cell_classes.png
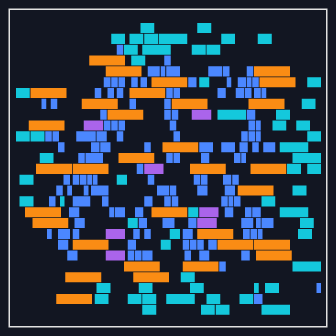
wire_density.png
The die is cut into 16 by 16 equal tiles; dark blue is low, red is high, scaled to the fullest tile. Values are wire area over tile area, all layers added.
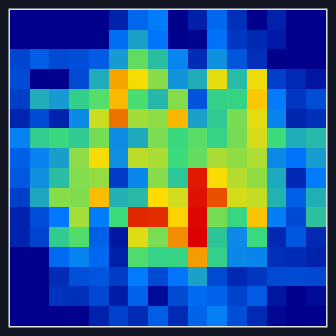
clock_map.png
Scale bar: 20 um.
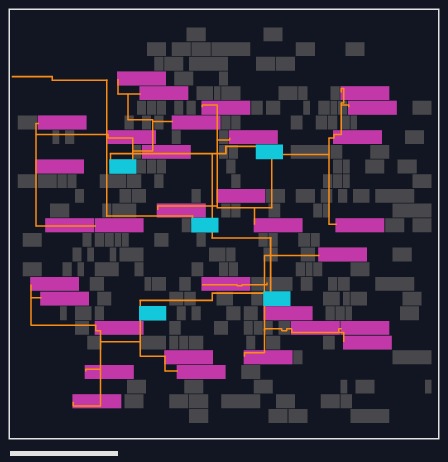
File: src/rtl/instr_reg_pkg.sv
// Shared types, constants and width helpers for the multi-byte instruction register
// and the control-unit sequencer that reuses its length decode.
package instr_reg_pkg;

  typedef logic [1:0] ir_state_t;

  localparam ir_state_t ST_EMPTY = 2'd0;
  localparam ir_state_t ST_FETCH = 2'd1;
  localparam ir_state_t ST_FULL  = 2'd2;

  // Wide enough for OPC_W up to 8; users slice the low 2*2^OPC_W bits.
  localparam int unsigned                LEN_MAP_MAX_W = 512;
  localparam logic [LEN_MAP_MAX_W-1:0]   LEN_MAP_DEF   = '0;

  function automatic int sel_w(input int max_bytes);
    return (max_bytes > 1) ? $clog2(max_bytes) : 1;
  endfunction

  function automatic int len_w(input int max_bytes);
    return $clog2(max_bytes + 1);
  endfunction

  // Operand storage slots; a 1-byte-only build keeps one dead slot to avoid a zero-width port.
  function automatic int ext_slots(input int max_bytes);
    return (max_bytes > 1) ? max_bytes - 1 : 1;
  endfunction

  function automatic logic [1:0] clamp_ext(input logic [1:0] raw, input int max_bytes);
    logic [1:0] lim;
    lim = 2'(max_bytes - 1);
    return (raw > lim) ? lim : raw;
  endfunction

endpackage

File: src/rtl/instr_reg_multi_if.sv
// Shared-bus side of the instruction register: load/drive strobes, operand select and bus data.
interface instr_reg_multi_if
  import instr_reg_pkg::*;
#(
  parameter int DATA_W    = 8,
  parameter int MAX_BYTES = 3
);
  localparam int SEL_W = sel_w(MAX_BYTES);

  logic [DATA_W-1:0] bus_in;
  logic [DATA_W-1:0] bus_out;
  logic              bus_oe;
  logic              ii_n;
  logic              io_n;
  logic [SEL_W-1:0]  oper_sel;

  modport master (output bus_in, ii_n, io_n, oper_sel, input  bus_out, bus_oe);
  modport slave  (input  bus_in, ii_n, io_n, oper_sel, output bus_out, bus_oe);
endinterface

File: src/rtl/instr_len_decode.sv
// Opcode -> extension-byte count (clamped to the configured maximum) and total length.
module instr_len_decode
  import instr_reg_pkg::*;
#(
  parameter int                        OPC_W     = 4,
  parameter int                        MAX_BYTES = 3,
  parameter logic [2*(2**OPC_W)-1:0]   LEN_MAP   = LEN_MAP_DEF[2*(2**OPC_W)-1:0],
  localparam int                       LEN_W     = len_w(MAX_BYTES)
) (
  input  logic [OPC_W-1:0] opc_i,
  output logic [1:0]       ext_o,
  output logic [LEN_W-1:0] len_o
);
  logic [1:0] raw;

  assign raw   = LEN_MAP[{opc_i, 1'b0} +: 2];
  assign ext_o = clamp_ext(raw, MAX_BYTES);
  assign len_o = LEN_W'(ext_o) + LEN_W'(1);
endmodule

File: src/rtl/instr_reg_multi.sv
// Instruction register: assembles 1..MAX_BYTES instruction bytes from the shared bus and
// drives the selected operand field back onto it.
module instr_reg_multi
  import instr_reg_pkg::*;
#(
  parameter int                        DATA_W    = 8,
  parameter int                        OPC_W     = 4,
  parameter int                        MAX_BYTES = 3,
  parameter logic [2*(2**OPC_W)-1:0]   LEN_MAP   = LEN_MAP_DEF[2*(2**OPC_W)-1:0],
  localparam int                       IMM_W     = DATA_W - OPC_W,
  localparam int                       SLOTS     = ext_slots(MAX_BYTES),
  localparam int                       OPND_W    = SLOTS * DATA_W,
  localparam int                       LEN_W     = len_w(MAX_BYTES)
) (
  input  logic                clk,
  input  logic                clr_n,
  input  logic                flush,
  instr_reg_multi_if.slave    bus,
  output logic [OPC_W-1:0]    opcode,
  output logic [IMM_W-1:0]    imm,
  output logic [OPND_W-1:0]   operand,
  output logic [LEN_W-1:0]    instr_len,
  output logic                instr_valid,
  output logic                fetch_more,
  output logic                conflict
);
  ir_state_t         state_q,   state_d;
  logic [OPC_W-1:0]  opcode_q,  opcode_d;
  logic [IMM_W-1:0]  imm_q,     imm_d;
  logic [OPND_W-1:0] operand_q, operand_d;
  logic [LEN_W-1:0]  len_q,     len_d;
  logic [1:0]        ext_q,     ext_d;
  logic [1:0]        cnt_q,     cnt_d;
  logic              valid_q,   valid_d;
  logic              fetch_q,   fetch_d;
  logic              conflict_q, conflict_d;

  logic [1:0]        new_ext;
  logic [LEN_W-1:0]  new_len;
  logic [DATA_W-1:0] bus_out_c;

  // Decode the incoming byte so a byte-0 load knows its length in the same cycle.
  instr_len_decode #(
    .OPC_W     (OPC_W),
    .MAX_BYTES (MAX_BYTES),
    .LEN_MAP   (LEN_MAP)
  ) u_len_dec (
    .opc_i (bus.bus_in[DATA_W-1 -: OPC_W]),
    .ext_o (new_ext),
    .len_o (new_len)
  );

  always_comb begin
    state_d    = state_q;
    opcode_d   = opcode_q;
    imm_d      = imm_q;
    operand_d  = operand_q;
    len_d      = len_q;
    ext_d      = ext_q;
    cnt_d      = cnt_q;
    conflict_d = ~bus.ii_n & ~bus.io_n;
    if (flush) begin
      state_d    = ST_EMPTY;
      opcode_d   = '0;
      imm_d      = '0;
      operand_d  = '0;
      len_d      = '0;
      ext_d      = '0;
      cnt_d      = '0;
      conflict_d = 1'b0;
    end else if (!bus.ii_n) begin
      if (state_q == ST_FETCH) begin
        for (int k = 0; k < SLOTS; k++)
          if (cnt_q == 2'(k)) operand_d[k*DATA_W +: DATA_W] = bus.bus_in;
        cnt_d = cnt_q + 2'd1;
        if (cnt_q == ext_q - 2'd1) state_d = ST_FULL;
      end else begin
        // EMPTY or FULL: this byte starts a new instruction; stale operands are wiped.
        opcode_d  = bus.bus_in[DATA_W-1 -: OPC_W];
        imm_d     = bus.bus_in[IMM_W-1:0];
        operand_d = '0;
        cnt_d     = '0;
        ext_d     = new_ext;
        len_d     = new_len;
        state_d   = (new_ext == 2'd0) ? ST_FULL : ST_FETCH;
      end
    end
    valid_d = (state_d == ST_FULL);
    fetch_d = (state_d == ST_FETCH);
  end

  always_ff @(posedge clk or negedge clr_n) begin
    if (!clr_n) begin
      state_q    <= ST_EMPTY;
      opcode_q   <= '0;
      imm_q      <= '0;
      operand_q  <= '0;
      len_q      <= '0;
      ext_q      <= '0;
      cnt_q      <= '0;
      valid_q    <= 1'b0;
      fetch_q    <= 1'b0;
      conflict_q <= 1'b0;
    end else begin
      state_q    <= state_d;
      opcode_q   <= opcode_d;
      imm_q      <= imm_d;
      operand_q  <= operand_d;
      len_q      <= len_d;
      ext_q      <= ext_d;
      cnt_q      <= cnt_d;
      valid_q    <= valid_d;
      fetch_q    <= fetch_d;
      conflict_q <= conflict_d;
    end
  end

  // Field select is independent of state; unloaded or out-of-range bytes read as zero.
  always_comb begin
    bus_out_c = '0;
    if (int'(bus.oper_sel) == 0) bus_out_c = DATA_W'(imm_q);
    for (int k = 1; k < MAX_BYTES; k++)
      if (int'(bus.oper_sel) == k) bus_out_c = operand_q[(k-1)*DATA_W +: DATA_W];
  end

  assign bus.bus_out  = bus_out_c;
  assign bus.bus_oe   = ~bus.io_n & clr_n;

  assign opcode      = opcode_q;
  assign imm         = imm_q;
  assign operand     = operand_q;
  assign instr_len   = len_q;
  assign instr_valid = valid_q;
  assign fetch_more  = fetch_q;
  assign conflict    = conflict_q;
endmodule

File: src/flat_wrapper.sv
// flat-port wrapper written by rule: the top's interface ports become plain ports
module instr_reg_multi_flat import instr_reg_pkg::*;
#(
  parameter int                        DATA_W    = 8,
  parameter int                        OPC_W     = 4,
  parameter int                        MAX_BYTES = 3,
  parameter logic [2*(2**OPC_W)-1:0]   LEN_MAP   = LEN_MAP_DEF[2*(2**OPC_W)-1:0],
  localparam int                       IMM_W     = DATA_W - OPC_W,
  localparam int                       SLOTS     = ext_slots(MAX_BYTES),
  localparam int                       OPND_W    = SLOTS * DATA_W,
  localparam int                       LEN_W     = len_w(MAX_BYTES)
)
  (clk, clr_n, flush, opcode, imm, operand, instr_len, instr_valid, fetch_more, conflict, bus_bus_in, bus_ii_n, bus_io_n, bus_oper_sel, bus_bus_out, bus_bus_oe);
  instr_reg_multi_if #(.DATA_W(DATA_W), .MAX_BYTES(MAX_BYTES)) bus_i ();
  input  logic clk;
  input  logic clr_n;
  input  logic flush;
  output logic [OPC_W-1:0] opcode;
  output logic [IMM_W-1:0] imm;
  output logic [OPND_W-1:0] operand;
  output logic [LEN_W-1:0] instr_len;
  output logic instr_valid;
  output logic fetch_more;
  output logic conflict;
  input wire logic [$bits(bus_i.bus_in)-1:0] bus_bus_in;
  input wire logic [$bits(bus_i.ii_n)-1:0] bus_ii_n;
  input wire logic [$bits(bus_i.io_n)-1:0] bus_io_n;
  input wire logic [$bits(bus_i.oper_sel)-1:0] bus_oper_sel;
  output wire logic [$bits(bus_i.bus_out)-1:0] bus_bus_out;
  output wire logic [$bits(bus_i.bus_oe)-1:0] bus_bus_oe;
  assign bus_i.bus_in = bus_bus_in;
  assign bus_i.ii_n = bus_ii_n;
  assign bus_i.io_n = bus_io_n;
  assign bus_i.oper_sel = bus_oper_sel;
  assign bus_bus_out = bus_i.bus_out;
  assign bus_bus_oe = bus_i.bus_oe;
  instr_reg_multi #(.DATA_W(DATA_W), .OPC_W(OPC_W), .MAX_BYTES(MAX_BYTES), .LEN_MAP(LEN_MAP)) u_core (.clk(clk), .clr_n(clr_n), .flush(flush), .bus(bus_i), .opcode(opcode), .imm(imm), .operand(operand), .instr_len(instr_len), .instr_valid(instr_valid), .fetch_more(fetch_more), .conflict(conflict));
endmodule
File: config.mk
export PLATFORM = sky130hd
export DESIGN_NAME = instr_reg_multi_flat
export DESIGN_NICKNAME = d
export VERILOG_FILES = /design/src/rtl/instr_reg_pkg.sv /design/src/rtl/instr_reg_multi_if.sv /design/src/rtl/instr_len_decode.sv /design/src/rtl/instr_reg_multi.sv /design/src/flat_wrapper.sv
export SDC_FILE = /design/constraint.sdc
export NUM_CORES = 1
export LEC_CHECK = 0
export CAP_MARGIN = 20
export CORE_UTILIZATION = 28
export DETAILED_ROUTE_END_ITERATION = 6
export PLACE_DENSITY_LB_ADDON = 0.08
export RECOVER_POWER = 50
export SLEW_MARGIN = 10
export SYNTH_ARGS = -nofsm -noshare
export SYNTH_HDL_FRONTEND = slang
export SYNTH_SLANG_ARGS = --single-unit
File: constraint.sdc
create_clock -name clk -period 2.6 [get_ports clk]
set_input_delay 0.39 -clock clk [delete_from_list [all_inputs] [get_ports clk]]
set_output_delay 0.39 -clock clk [all_outputs]
set_load 0.05 [all_outputs]
==> run_summary.xml <==
<?xml version="1.0" encoding="UTF-8"?>
<metrics>
  <group name="status">
    <metric name="violations" unit="">max-capacitance violations, max-slew violations</metric>
    <metric name="status" unit="">finished, violations left</metric>
  </group>
  <group name="setup_path">
    <metric name="timing.rr.start" unit="">u_core.cnt_q[1]</metric>
    <metric name="cp-start-kind" unit="">primary input</metric>
    <metric name="worst_ep_arrival_time" unit="ps">1960</metric>
    <metric name="critical-path-slowest-cell" unit="">sky130_fd_sc_hd__clkdlybuf4s50_1</metric>
    <metric name="worst-endpoint-required" unit="ps">2210</metric>
    <metric name="crit_path_start" unit="">bus_oper_sel[1]</metric>
  </group>
  <group name="placed_design">
    <metric name="dp_hpwl" unit="mm">3.579</metric>
    <metric name="io_buffer_count" unit="">51</metric>
  </group>
  <group name="logic_synthesis">
    <metric name="synth-async-reset-ratio" unit="%">100.0</metric>
    <metric name="synth.cell_area" unit="um2">1674</metric>
    <metric name="netlist-cell-type-count" unit="">30</metric>
    <metric name="enable_flop_cells" unit="">0</metric>
    <metric name="synth.ff_latch_count" unit="">32</metric>
    <metric name="yosysWarningCount" unit="">0</metric>
  </group>
  <group name="clocking">
    <metric name="post_cts.resized_instances" unit="">0</metric>
    <metric name="holdBufCountCts" unit="">0</metric>
    <metric name="clkTransAtPathRegs" unit="ps">60</metric>
    <metric name="cts_root_buf" unit="">sky130_fd_sc_hd__clkbuf_8</metric>
    <metric name="clkSinkCount" unit="">32</metric>
  </group>
  <group name="sta">
    <metric name="finalWorstSetupSlack" unit="ps">252.2</metric>
    <metric name="report.final.setup_viol" unit="">0</metric>
    <metric name="totalNegativeSetupSlack" unit="ps">0</metric>
    <metric name="period_used_share" unit="%">90.30</metric>
    <metric name="slew_headroom" unit="%">-20.25</metric>
    <metric name="worstMarginPinSlew" unit="ps">1804</metric>
    <metric name="max_clk_rate" unit="MHz">425.9</metric>
    <metric name="final_period_minus_worst_setup_slack" unit="ps">2348</metric>
    <metric name="report.final.slew_viol_count" unit="">33</metric>
  </group>
  <group name="flow_run">
    <metric name="openroad.warnings" unit="">28</metric>
    <metric name="max-cap-violations" unit="">1</metric>
  </group>
  <group name="layout">
    <metric name="fraction_of_final_layout_cells_sized_beyond_drive_strength_1" unit="%">10.78</metric>
    <metric name="core_occupancy_in_the_finished_layout" unit="%">42.89</metric>
    <metric name="flow.area_growth_from_synthesis" unit="%">44.54</metric>
    <metric name="diodes" unit="">0</metric>
    <metric name="final_common_cell" unit="">sky130_fd_sc_hd__clkdlybuf4s50_1</metric>
  </group>
  <group name="die">
    <metric name="chipHeight" unit="um">79.33</metric>
    <metric name="floorplan.io_pins" unit="">53</metric>
  </group>
  <group name="global_route">
    <metric name="first_global_vias" unit="">1546</metric>
    <metric name="grt_max_degree" unit="">33</metric>
    <metric name="overflow" unit="">0</metric>
  </group>
  <group name="route">
    <metric name="wirelength" unit="mm">4.983</metric>
    <metric name="vias_per_cell" unit="">5.046</metric>
    <metric name="vias" unit="">1534</metric>
    <metric name="ant_nets" unit="">0</metric>
  </group>
  <group name="power">
    <metric name="vdd.ir_drop.worst" unit="mV">0.2252</metric>
    <metric name="p_per_area" unit="nW/um2">454.8</metric>
  </group>
</metrics>
-- cell_classes.png (at the start) --
Key: other buffers and delay cells = cyan [cells 59]; all other logic = blue [cells 134]; flops = orange [cells 32]; clock drivers and dummy loads = purple [cells 7]
Core Region: 5642 um2
final non-filler cell area: 2420 um2
number of placement rows: 27

-- wire_density.png (at the start) --
24% of the tiles are over half the peak. The fullest tile reaches 0.39. The mean over all tiles is 0.12. The densest ninth of the die: centre. The emptiest ninth of the die: lower left.
total track usage: 16.99%
routed wire length per instance: 16.39 um

-- clock_map.png (at the start) --
Key: clock wires = orange [length 487 um]; flip-flops = magenta [count 32]; cells driving clock nets = cyan [count 5]
There are 6 routed clock nets.
clock insertion delay at the later pin of the skew report: 290 ps
skew final: 9.051 ps

## cell families (layout without fill, tap and decap cells)
kind of cell	count (synthesis)	count (layout)	share of synthesized area (%)
AOI/OAI and AO/OA	63	63	20.40
buffers and inverters	18	69	6.277
adders and majority gates	3	3	2.242
muxes	4	4	2.392
and+or+nand+nor	60	60	20.63
DFF	32	32	47.83
other	1	1	0.2240
## final timing paths
path	to	slack [ps]	cells after the start
setup / recovery	bus_bus_out[5]	250	4
hold / removal	u_core.instr_len[0]	510	2
setup reg to reg	u_core.operand[9]	920	6
hold reg to reg	u_core.instr_len[0]	510	2
max in group asynchronous	u_core.opcode[1]	480	2
min in group asynchronous	u_core.operand[10]	1070	2
## cells in the mapped netlist, types with 3 or more instances
| cell type | n | share of area (%) |
|---|---|---|
| sky130_fd_sc_hd__a21oi_1 | 28 | 8.4 |
| sky130_fd_sc_hd__a22o_1 | 4 | 2.1 |
| sky130_fd_sc_hd__buf_2 | 5 | 1.5 |
| sky130_fd_sc_hd__buf_4 | 4 | 1.8 |
| sky130_fd_sc_hd__clkbuf_1 | 3 | 0.67 |
| sky130_fd_sc_hd__dfrtp_1 | 32 | 48 |
| sky130_fd_sc_hd__ha_1 | 3 | 2.2 |
| sky130_fd_sc_hd__inv_1 | 3 | 0.67 |
| sky130_fd_sc_hd__mux2i_1 | 4 | 2.4 |
| sky130_fd_sc_hd__nand2_1 | 12 | 2.7 |
| sky130_fd_sc_hd__nand3_1 | 14 | 4.2 |
| sky130_fd_sc_hd__nand3b_1 | 6 | 2.7 |
| sky130_fd_sc_hd__nor2b_1 | 18 | 6.7 |
| sky130_fd_sc_hd__o21ai_0 | 18 | 5.4 |
| sky130_fd_sc_hd__o21ai_1 | 9 | 2.7 |
## layout make-up
type                    instances  area (um2)
clock buffers                   7       96.34
fillers                       553        3222
inverters                       3       11.26
multi-input cells             131       768.2
flip-flops and latches         32       800.8
well taps                      72       90.09
repair buffers                 59       653.1
## metal layers
layer / GRT usage [%] / part of all wire, % / wire length, um
met1: 20.99 / 45 / 2219
met2: 28.79 / 50 / 2512
met3: 4.483 / 4.3 / 216
met4: 5.091 / 0.70 / 35
met5: 0 / 0 / 0
## flip-flops by register name (all words and copies together), names as in the netlist
signal              cells
u_core.instr_len        1
u_core.cnt_q            2
u_core.operand         16
u_core.state_q          2
u_core.opcode           4
u_core.fetch_more       1
u_core.conflict         1
u_core.imm              4
u_core.instr_valid      1
## metrics by stage
stage / power, W / cell area, um2 / std cells
3_3_place_gp: 0.0006910 / 2331 / 297
2_1_floorplan: 0.0006101 / 1674 / 181
6_report: 0.001101 / 2420 / 304
5_1_grt: 0.001146 / 2420 / 304
3_5_place_dp: 0.0006921 / 2331 / 297
4_1_cts: 0.001112 / 2427 / 304
## where the power goes
| part | internal [W] | leakage [nW] | switching [W] | total, W |
|---|---|---|---|---|
| Sequential | 0.000508 | 0.437 | 0.00000801 | 0.000516 |
| Clock | 0.000236 | 0.0503 | 0.000185 | 0.000420 |
| Combinational | 0.0000611 | 0.482 | 0.000103 | 0.000164 |
| Total | 0.000805 | 0.969 | 0.000296 | 0.00110 |
Power is estimated from default activity; no workload was simulated.
